===== src/rtl/adder_arb_pkg.sv =====
// Shared types, default sizes and helpers for the adder arbiter slice.
package adder_arb_pkg;

   typedef enum logic [1:0] {
      IDLE  = 2'd0,
      ISSUE = 2'd1,
      WAIT  = 2'd2,
      RESP  = 2'd3
   } state_t;

   localparam int DEF_DW      = 8;
   localparam int DEF_NUM_REQ = 4;
   localparam int DEF_TIMEOUT = 15;
   localparam int MAX_REQ     = 16;

   // Wide enough for the largest supported requester count; callers narrow it.
   function automatic logic [MAX_REQ-1:0] onehot(input logic [3:0] idx);
      logic [MAX_REQ-1:0] v;
      v      = '0;
      v[idx] = 1'b1;
      return v;
   endfunction

endpackage


===== src/rtl/rr_arbiter.sv =====
// Combinational round-robin arbiter: first asserted request above last_grant,
// wrapping around, found by rotating a doubled copy of the request vector.
module rr_arbiter #(
   parameter  int NUM_REQ = 4,
   localparam int IDW     = $clog2(NUM_REQ)
) (
   input  logic [NUM_REQ-1:0] req,
   input  logic [IDW-1:0]     last_grant,
   output logic [IDW-1:0]     grant,
   output logic               any_req
);

   localparam logic [IDW:0]   START_ONE = (IDW+1)'(1);
   localparam logic [IDW+1:0] NREQ_W    = (IDW+2)'(NUM_REQ);

   logic [2*NUM_REQ-1:0] w_dbl;
   logic [IDW:0]         w_start;
   logic [NUM_REQ-1:0]   w_rot;
   logic [IDW:0]         w_offset;
   logic                 w_found;
   logic [IDW+1:0]       w_raw;

   assign w_dbl   = {req, req};
   assign w_start = {1'b0, last_grant} + START_ONE;
   assign w_rot   = NUM_REQ'(w_dbl >> w_start);
   assign any_req = |req;

   // Bit 0 of the rotated vector is requester last_grant+1.
   always_comb begin
      w_found  = 1'b0;
      w_offset = '0;
      for (int i = 0; i < NUM_REQ; i++) begin
         if (!w_found && w_rot[i]) begin
            w_found  = 1'b1;
            w_offset = (IDW+1)'(i);
         end
      end
   end

   assign w_raw = {1'b0, w_start} + {1'b0, w_offset};
   assign grant = IDW'((w_raw >= NREQ_W) ? (w_raw - NREQ_W) : w_raw);

endmodule


===== src/rtl/adder_arbiter.sv =====
// Shares one registered adder between NUM_REQ requesters: round-robin grant,
// single issue, bounded wait for the result, response tagged with requester ID.
module adder_arbiter
   import adder_arb_pkg::*;
#(
   parameter  int NUM_REQ = DEF_NUM_REQ,
   parameter  int DW      = DEF_DW,
   parameter  int TIMEOUT = DEF_TIMEOUT,
   localparam int IDW     = $clog2(NUM_REQ)
) (
   input  logic                  clk,
   input  logic                  rst_in,
   input  logic [NUM_REQ-1:0]    req_vld,
   input  logic [NUM_REQ*DW-1:0] req_a,
   input  logic [NUM_REQ*DW-1:0] req_b,
   output logic [NUM_REQ-1:0]    req_rdy,
   output logic                  add_vld,
   output logic [DW-1:0]         add_a,
   output logic [DW-1:0]         add_b,
   input  logic                  add_dout_vld,
   input  logic [DW:0]           add_dout,
   output logic                  rsp_vld,
   output logic [IDW-1:0]        rsp_id,
   output logic [DW:0]           rsp_data,
   output logic                  rsp_err,
   input  logic                  rsp_rdy,
   output logic                  busy
);

   localparam int           CW       = $clog2(TIMEOUT + 1);
   localparam logic [CW-1:0] LAST_CNT = CW'(TIMEOUT - 1);
   localparam logic [CW-1:0] CNT_ONE  = CW'(1);
   localparam logic [IDW-1:0] LAST_ID = IDW'(NUM_REQ - 1);

   state_t r_state;
   state_t w_stateNext;

   logic [IDW-1:0]     r_lastGrant;
   logic [IDW-1:0]     r_reqId;
   logic [CW-1:0]      r_waitCnt;
   logic               r_addVld;
   logic [DW-1:0]      r_addA;
   logic [DW-1:0]      r_addB;
   logic               r_rspVld;
   logic [IDW-1:0]     r_rspId;
   logic [DW:0]        r_rspData;
   logic               r_rspErr;
   logic               r_busy;

   logic [IDW-1:0]     w_grant;
   logic               w_anyReq;
   logic [NUM_REQ-1:0] w_grantOh;
   logic [DW-1:0]      w_selA;
   logic [DW-1:0]      w_selB;
   logic               w_accept;
   logic               w_respond;

   rr_arbiter #(
      .NUM_REQ(NUM_REQ)
   ) u_rr (
      .req       (req_vld),
      .last_grant(r_lastGrant),
      .grant     (w_grant),
      .any_req   (w_anyReq)
   );

   assign w_grantOh = NUM_REQ'(onehot(4'(w_grant)));
   assign w_selA    = req_a[w_grant*DW +: DW];
   assign w_selB    = req_b[w_grant*DW +: DW];
   assign req_rdy   = (r_state == IDLE) ? (w_grantOh & req_vld) : '0;

   always_ff @(posedge clk or posedge rst_in) begin
      if (rst_in) begin
         r_state <= IDLE;
      end else begin
         r_state <= w_stateNext;
      end
   end

   // A result arriving on the last allowed wait cycle beats the timeout.
   always_comb begin
      w_stateNext = r_state;
      w_accept    = 1'b0;
      w_respond   = 1'b0;
      case (r_state)
         IDLE: begin
            if (w_anyReq) begin
               w_accept    = 1'b1;
               w_stateNext = ISSUE;
            end
         end
         ISSUE: begin
            w_stateNext = WAIT;
         end
         WAIT: begin
            if (add_dout_vld || (r_waitCnt == LAST_CNT)) begin
               w_respond   = 1'b1;
               w_stateNext = RESP;
            end
         end
         RESP: begin
            if (rsp_rdy) begin
               w_stateNext = IDLE;
            end
         end
         default: begin
            w_stateNext = IDLE;
         end
      endcase
   end

   always_ff @(posedge clk or posedge rst_in) begin
      if (rst_in) begin
         r_lastGrant <= LAST_ID;
         r_reqId     <= '0;
         r_waitCnt   <= '0;
         r_addVld    <= 1'b0;
         r_addA      <= '0;
         r_addB      <= '0;
         r_rspVld    <= 1'b0;
         r_rspId     <= '0;
         r_rspData   <= '0;
         r_rspErr    <= 1'b0;
         r_busy      <= 1'b0;
      end else begin
         r_addVld <= w_accept;
         r_busy   <= (w_stateNext != IDLE);
         if (w_accept) begin
            r_addA      <= w_selA;
            r_addB      <= w_selB;
            r_reqId     <= w_grant;
            r_lastGrant <= w_grant;
         end
         if (r_state == ISSUE) begin
            r_waitCnt <= '0;
         end else if ((r_state == WAIT) && !add_dout_vld) begin
            r_waitCnt <= r_waitCnt + CNT_ONE;
         end
         if (w_respond) begin
            r_rspVld  <= 1'b1;
            r_rspId   <= r_reqId;
            r_rspData <= add_dout_vld ? add_dout : '0;
            r_rspErr  <= !add_dout_vld;
         end else if ((r_state == RESP) && rsp_rdy) begin
            r_rspVld <= 1'b0;
         end
      end
   end

   assign add_vld  = r_addVld;
   assign add_a    = r_addA;
   assign add_b    = r_addB;
   assign rsp_vld  = r_rspVld;
   assign rsp_id   = r_rspId;
   assign rsp_data = r_rspData;
   assign rsp_err  = r_rspErr;
   assign busy     = r_busy;

endmodule


===== config.mk =====
export PLATFORM = sky130hd
export DESIGN_NAME = adder_arbiter
export DESIGN_NICKNAME = d
export VERILOG_FILES = /design/src/rtl/adder_arb_pkg.sv /design/src/rtl/rr_arbiter.sv /design/src/rtl/adder_arbiter.sv
export SDC_FILE = /design/constraint.sdc
export NUM_CORES = 1
export LEC_CHECK = 0
export CORE_UTILIZATION = 30
export CTS_BUF_LIST = sky130_fd_sc_hd__clkbuf_8 sky130_fd_sc_hd__clkbuf_16
export DETAILED_ROUTE_END_ITERATION = 7
export PLACE_DENSITY_LB_ADDON = 0.2
export SYNTH_ARGS = -nofsm -noshare
export SYNTH_HDL_FRONTEND = slang
export SYNTH_HIERARCHICAL = 1
export SYNTH_SLANG_ARGS = --single-unit

===== constraint.sdc =====
create_clock -name clk -period 2.6 [get_ports clk]
set_clock_uncertainty 0.15 [all_clocks]
set_input_delay 0.39 -clock clk [delete_from_list [all_inputs] [get_ports clk]]
set_output_delay 0.39 -clock clk [all_outputs]
set_load 0.02 [all_outputs]

==> results.txt <==
flow finished, numbers: CTS Hold Buffers Added 0, M3 GR Usage 0.0296, Adder Share, Synth 0.0161, dominant kind of combinational cell AND-OR/OR-AND gates, Post-synth mux share 0.157, Avg Inst Size Synth 10.9 um2, FFs w/ async S/R, synth 1.00, drt first pass iters 4, # diodes 0, I/O pin cnt 116, Sink Count 41, Clock Path Buffers 2, largest net degree at the start of global routing 42, Synth-to-Final Area Change 68.7%, Total GRT Usage 0.156, EDFF count, synth 0, crit share post-route 1.07, vias in the first global route 2,025, root buf cell clkbuf_8, Mapped Cells 213, Die X 90.0 um, CP endpoint kind output port, CP startpoint r_lastGrant[1], vias per std cell 4.77, # setup viols final 4, Initial DRC Count 56, max-slew violations 0, Synthesis Warnings 6, area leader, netlist dfrtp_1, clock network power share 0.102, max incr delay on CP 580 ps, Hold Path End add_b[3], ANT nets after route 0, Peak VDD IR 0.541 mV, Mapped Area 2320 um2, Yosys Instances 213, sw frac 0.409, Slew HR 0.655, final worst slack -192 ps, # H-tree levels 2, CTS tree built, Fin. Hold Viols 0, Metal-1 WL 2760 um, cell count along the critical path 10, Top cell by count, worst path o21ai_1, Sw Pwr 1850 uW, Cells on Worst Hold Path 2, Placement Rows 31, Primary FF master, synth dfrtp_1, status finished with violations, Fin Hold WS 338 ps, Area contributors post-synth dfrtp_1 42%, mux2i_1 14%, o221ai_2 5.2%, first-pass GRT wire length 10,100 um, antenna violations before repair 0, AO/OA Area Share 0.177, total wire length 6420 um, violated checks negative setup slack, DP Worst Slack -889 ps, final cell area excluding filler cells 3920 um2, floorplan core density 0.315, Final Net Count 428, max-cap viol count 0, Critical Path Sink req_rdy[0], share of layout cells above drive strength 1 0.214, start point of the worst min-delay path add_b[3], met1 Use GR 0.198, delay-heaviest family, CP flip-flops, min Tclk post-route 2790 ps, highest metal used met4, Floorplan Nets 297, met3 wire length 265 um, register area share after synthesis 0.442, Top cell area share 0.420, share of power burned in registers 0.249
tightest hold or removal path, stage by stage (launching register included):
cell      delay [ps]
dfrtp_1          340
nand2_1           60
o221ai_2          50
power groups by stage:
stage	Sequential [uW]	Combinational [uW]	Clock, uW
2_1_floorplan	1380	1520	0
3_3_place_gp	1130	2740	0
3_5_place_dp	1130	2770	0
4_1_cts	1130	2910	479
5_1_grt	1170	3170	508
6_report	1130	2940	461
placed cells by master, fill, tap and decap left out, drive strengths merged, types with 8 or more instances in the layout:
cell type      instances
o21ai                  9
clkdlybuf4s50        108
o221ai                16
nand2                 28
buf                   26
inv                    8
a22o                   9
mux2i                 32
dfrtp                 39
timing repair:
item | CTS | global route
setup buffers | 2 | 1
gates resized | 39 | 9
cloned | 1 | 0
setup endpoints to repair | 20 | 20
pin swaps | 9 | 2
kinds of logic after synthesis:
kind of cell / after synthesis
DFF: 41
adders and majority gates: 3
and+or+nand+nor: 61
xor gates and xnor gates: 2
buffers and inverters: 22
AOI/OAI and AO/OA: 48
muxes: 36
stage by stage:
stage / cells / setup TNS, ps
final: 444 / -640
after floorplan: 213 / -97.6
after detailed placement: 435 / -10710
after global placement: 435 / -9580
after CTS: 445 / -712
after global routing: 444 / -1290
cell type report:
class / count / area [um2]
clock buffer: 7 / 96.3
inverter: 9 / 35.0
multi-input combinational: 150 / 1290
timing repair buffer: 137 / 1350
tap: 99 / 124
sequential: 41 / 1030
clock inverter: 1 / 5.00
fill: 686 / 3450
sequential cells by signal, summed over array words and instances, names as in the netlist:
register     flops
add_a            8
rsp_id           2
r_state          2
add_b            8
r_reqId          2
rsp_err          1
rsp_data         9
add_vld          1
r_waitCnt        4
busy             1
r_lastGrant      2
rsp_vld          1
Fig. 1: track usage over the die
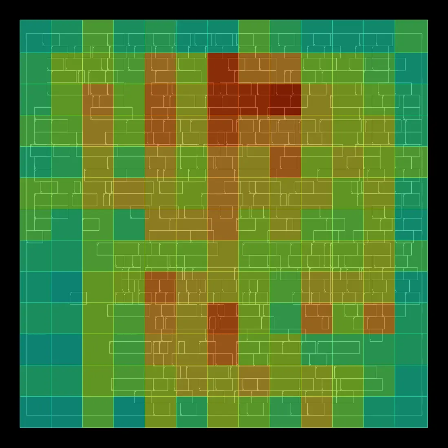
Most Used Layer, Global Route: met2
Core Util, Final: 0.532
met2 Usage GRT: 0.261

Fig. 2: M2 wires
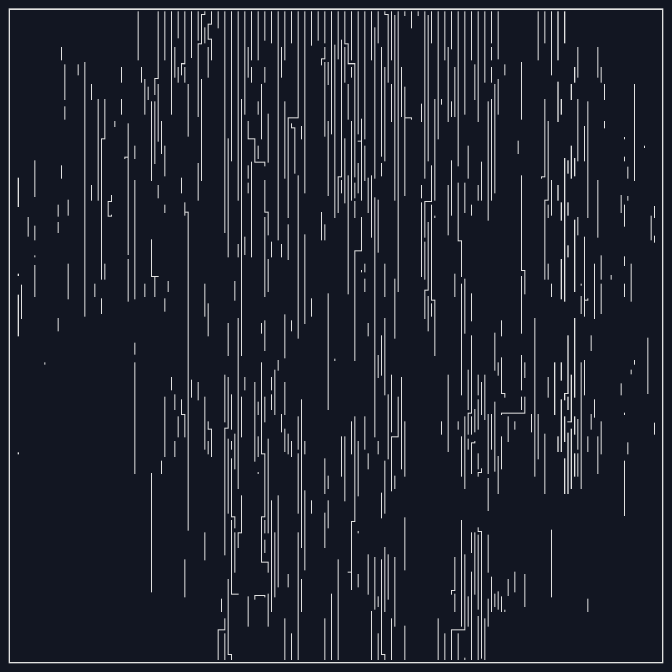
main direction: vertical
nets with wire on the layer: 367
longest straight run: 43.9 um
wire length on this layer: 3,280 um

Fig. 3: gate-type map
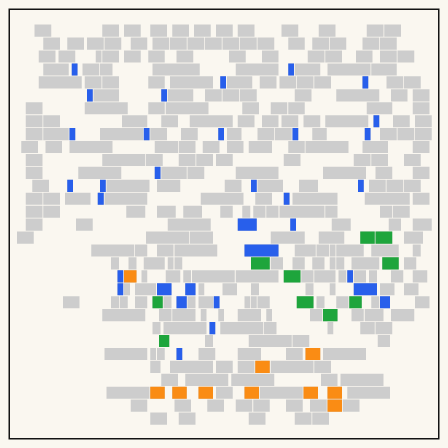
[orange] AND-OR and OR-AND gates | cells: 10 | most used: a22o_1
[blue] NAND gates | cells: 33 | most used: nand2_1
[green] AND and OR gates | cells: 10
non-filler instance count after layout: 444
fraction of area in multi-input gates: 0.328
dominant logic cell type in the layout: clkdlybuf4s50_1

Fig. 4: metal layers overlaid
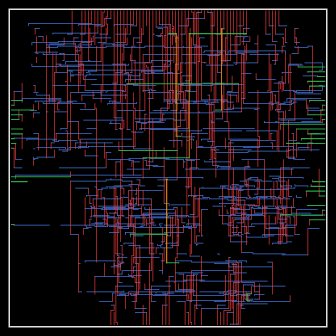
[red] metal 2 | wire length: 3,280 um
[orange] metal 4 | wire length: 112 um
[green] metal 3 | wire length: 266 um
[blue] metal 1 | wire length: 2,760 um

Power and IR drop assume default switching activity.
